===== src/rtl/pipe_reg_master.sv =====
// Bus master for a bank of sel/wr pipeline registers: turns one handshaked
// request at a time into single-cycle write, read or copy accesses plus a one-cycle response.
module pipe_reg_master #(
    parameter int WIDTH = 32,
    parameter int NREG  = 4,
    parameter int AW    = 2
) (
    input  logic                  clk,
    input  logic                  reset,
    input  logic                  req_valid,
    output logic                  req_ready,
    input  logic [1:0]            req_op,
    input  logic [AW-1:0]         req_addr,
    input  logic [AW-1:0]         req_src,
    input  logic [WIDTH-1:0]      req_wdata,
    output logic                  rsp_valid,
    output logic [WIDTH-1:0]      rsp_data,
    output logic                  rsp_err,
    output logic [NREG-1:0]       reg_sel,
    output logic                  reg_wr,
    output logic [WIDTH-1:0]      reg_wdata,
    input  logic [NREG*WIDTH-1:0] reg_rdata
);

    typedef enum logic [2:0] {
        IDLE,
        WRITE,
        READ,
        COPY_RD,
        COPY_WR,
        RESP
    } state_t;

    localparam logic [1:0] OP_WRITE = 2'b00;
    localparam logic [1:0] OP_READ  = 2'b01;
    localparam logic [1:0] OP_COPY  = 2'b10;
    localparam logic [1:0] OP_ILL   = 2'b11;
    localparam logic [AW:0] NREG_W  = (AW+1)'(NREG);

    state_t           state;
    logic [AW-1:0]    addr_q;
    logic [AW-1:0]    src_q;
    logic [WIDTH-1:0] hold;
    logic             req_bad;

    function automatic logic [NREG-1:0] onehot(input logic [AW-1:0] idx);
        onehot = '0;
        for (int k = 0; k < NREG; k++)
            if (idx == AW'(k))
                onehot[k] = 1'b1;
    endfunction

    function automatic logic [WIDTH-1:0] slice(input logic [NREG*WIDTH-1:0] bus,
                                               input logic [AW-1:0] idx);
        slice = '0;
        for (int k = 0; k < NREG; k++)
            if (idx == AW'(k))
                slice = bus[k*WIDTH +: WIDTH];
    endfunction

    // Out-of-range registers cannot be selected, so these requests short-cut to an error response.
    always_comb begin
        req_bad = (req_op == OP_ILL)
               || ({1'b0, req_addr} >= NREG_W)
               || ((req_op == OP_COPY) && ({1'b0, req_src} >= NREG_W));
    end

    // All outputs are loaded on the same edge that enters the state they belong to.
    always_ff @(posedge clk or negedge reset) begin
        if (!reset) begin
            state     <= IDLE;
            addr_q    <= '0;
            src_q     <= '0;
            hold      <= '0;
            req_ready <= 1'b0;
            rsp_valid <= 1'b0;
            rsp_data  <= '0;
            rsp_err   <= 1'b0;
            reg_sel   <= '0;
            reg_wr    <= 1'b0;
            reg_wdata <= '0;
        end else begin
            case (state)
                IDLE: begin
                    if (req_valid && req_ready) begin
                        req_ready <= 1'b0;
                        addr_q    <= req_addr;
                        src_q     <= req_src;
                        if (req_bad) begin
                            state     <= RESP;
                            rsp_valid <= 1'b1;
                            rsp_err   <= 1'b1;
                            rsp_data  <= '0;
                        end else if (req_op == OP_WRITE) begin
                            state     <= WRITE;
                            reg_sel   <= onehot(req_addr);
                            reg_wr    <= 1'b1;
                            reg_wdata <= req_wdata;
                        end else if (req_op == OP_READ) begin
                            state   <= READ;
                            reg_sel <= onehot(req_addr);
                        end else begin
                            state   <= COPY_RD;
                            reg_sel <= onehot(req_src);
                        end
                    end else begin
                        req_ready <= 1'b1;
                    end
                end
                WRITE: begin
                    state     <= RESP;
                    reg_sel   <= '0;
                    reg_wr    <= 1'b0;
                    reg_wdata <= '0;
                    rsp_valid <= 1'b1;
                    rsp_err   <= 1'b0;
                    rsp_data  <= '0;
                end
                READ: begin
                    state     <= RESP;
                    reg_sel   <= '0;
                    rsp_valid <= 1'b1;
                    rsp_err   <= 1'b0;
                    rsp_data  <= slice(reg_rdata, addr_q);
                end
                COPY_RD: begin
                    // The hold register is not loaded yet, so the write data comes straight from the bus.
                    state     <= COPY_WR;
                    hold      <= slice(reg_rdata, src_q);
                    reg_sel   <= onehot(addr_q);
                    reg_wr    <= 1'b1;
                    reg_wdata <= slice(reg_rdata, src_q);
                end
                COPY_WR: begin
                    state     <= RESP;
                    reg_sel   <= '0;
                    reg_wr    <= 1'b0;
                    reg_wdata <= '0;
                    rsp_valid <= 1'b1;
                    rsp_err   <= 1'b0;
                    rsp_data  <= hold;
                end
                RESP: begin
                    state     <= IDLE;
                    rsp_valid <= 1'b0;
                    req_ready <= 1'b1;
                end
                default: begin
                    state     <= IDLE;
                    reg_sel   <= '0;
                    reg_wr    <= 1'b0;
                    reg_wdata <= '0;
                    rsp_valid <= 1'b0;
                    req_ready <= 1'b0;
                end
            endcase
        end
    end

endmodule


===== config.mk =====
export PLATFORM = sky130hd
export DESIGN_NAME = pipe_reg_master
export DESIGN_NICKNAME = d
export VERILOG_FILES = /design/src/rtl/pipe_reg_master.sv
export SDC_FILE = /design/constraint.sdc
export NUM_CORES = 1
export LEC_CHECK = 0
export CAP_MARGIN = 30
export CORE_ASPECT_RATIO = 1.75
export CORE_MARGIN = 5
export CORE_UTILIZATION = 40
export DETAILED_ROUTE_END_ITERATION = 10
export MAX_ROUTING_LAYER = met4
export PLACE_DENSITY_LB_ADDON = 0.12
export SYNTH_ARGS = -nofsm -noshare
export SYNTH_HDL_FRONTEND = slang
export SYNTH_SLANG_ARGS = --single-unit

===== constraint.sdc =====
create_clock -name clk -period 1.75 [get_ports clk]
set_input_delay 0.4375 -clock clk [delete_from_list [all_inputs] [get_ports clk]]
set_output_delay 0.4375 -clock clk [all_outputs]
set_load 0.01 [all_outputs]

Figure 1. Floorplan with the power grid.
Scale bar: 20 um. Pins as bars on the die edge. Tap cells in gray.
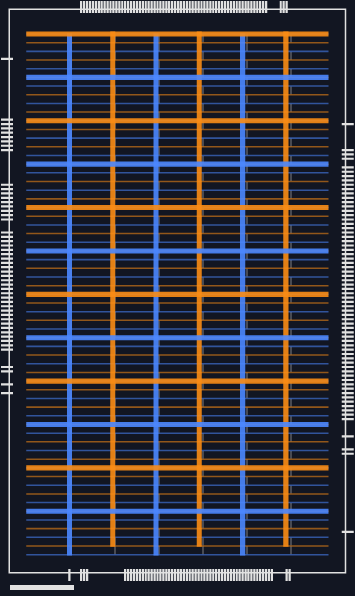
Key: VDD = orange; VSS = blue
186 tap cells. 6 straps on met4. 241 signal pins sit on the boundary.
Die Height: 176 um
Die Wd: 105 um
Core Footprint: 15500 sq um
worst vdd ir: 0.978 mV

Figure 2. Placed cells, one color a class.
Scale bar: 20 um.
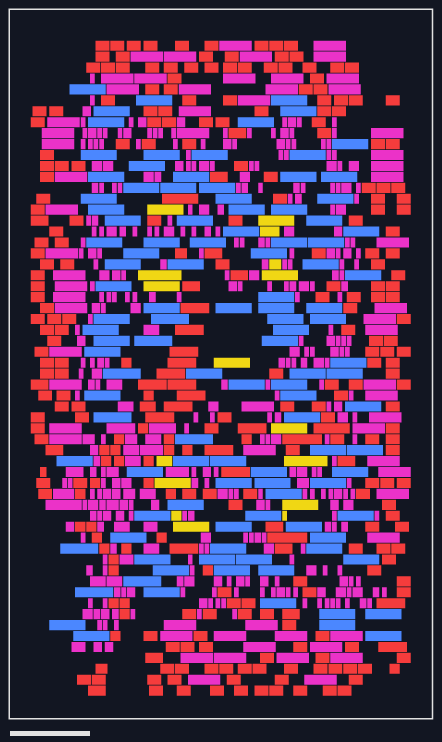
Key: combinational and other logic = magenta [cells 425]; clock drivers and dummy loads = yellow [cells 16]; sequential cells = blue [cells 111]; remaining buffers and delay cells = red [cells 292]

Figure 3. Clock network drawn from the DEF.
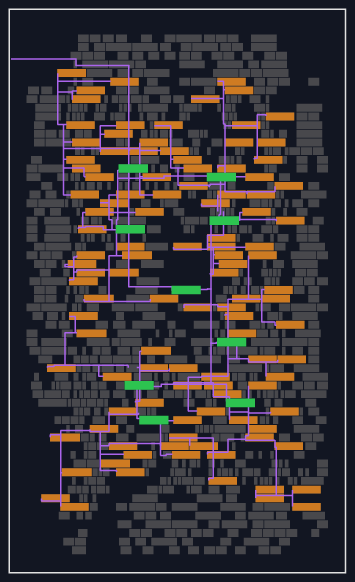
Key: clock wires = purple [length 1300 um]; clock drivers = green [count 9]; flip-flops = orange [count 111]
There are 10 routed clock nets.

==> flow_summary.ini <==
; physical design summary
[power]
comb-power_mw = 10.3
power_density_nw_per_um2 = 1770
power_mw = 17.3
p_clk_mw = 2.26
internal_power_mw = 10.6

[worst_setup_path]
critPathRequiredTime_ns = 1.31
critPathLaunch = reg_wdata[21]
worstPathArrival_ns = 1.30

[yosys]
async_flop_share = 1.00
enable_flop_cells = 0
syn_nets = 756
area_leaders = dfrtp_1 (44%), mux4_2 (23%), nand2_1 (8.1%)

[cells_and_area]
clock_area_frac = 0.0338
layout-drive-gt1-share = 0.193
nNonClkInverters = 5
n_clock_buffer = 11

[routing]
drt-wirelength-per-cell_um = 21.9
vias = 5867
drc_errors = 0
drt-met1-wl_mm = 7.92

[clock_tree]
cts_buffer_depth = 2
worstSkewPairLatency_ns = 0.34
cts_resized = 17
cts_buffers = 9

[floorplan]
dieArea_sq_um = 18500

[grt]
grt_pass1_vias = 6623
grtUsageMet2 = 0.444

[placed_design]
place_congestion = 0.899
dp_slack_ns = -0.570

[run_status]
status = finished, final reports clean
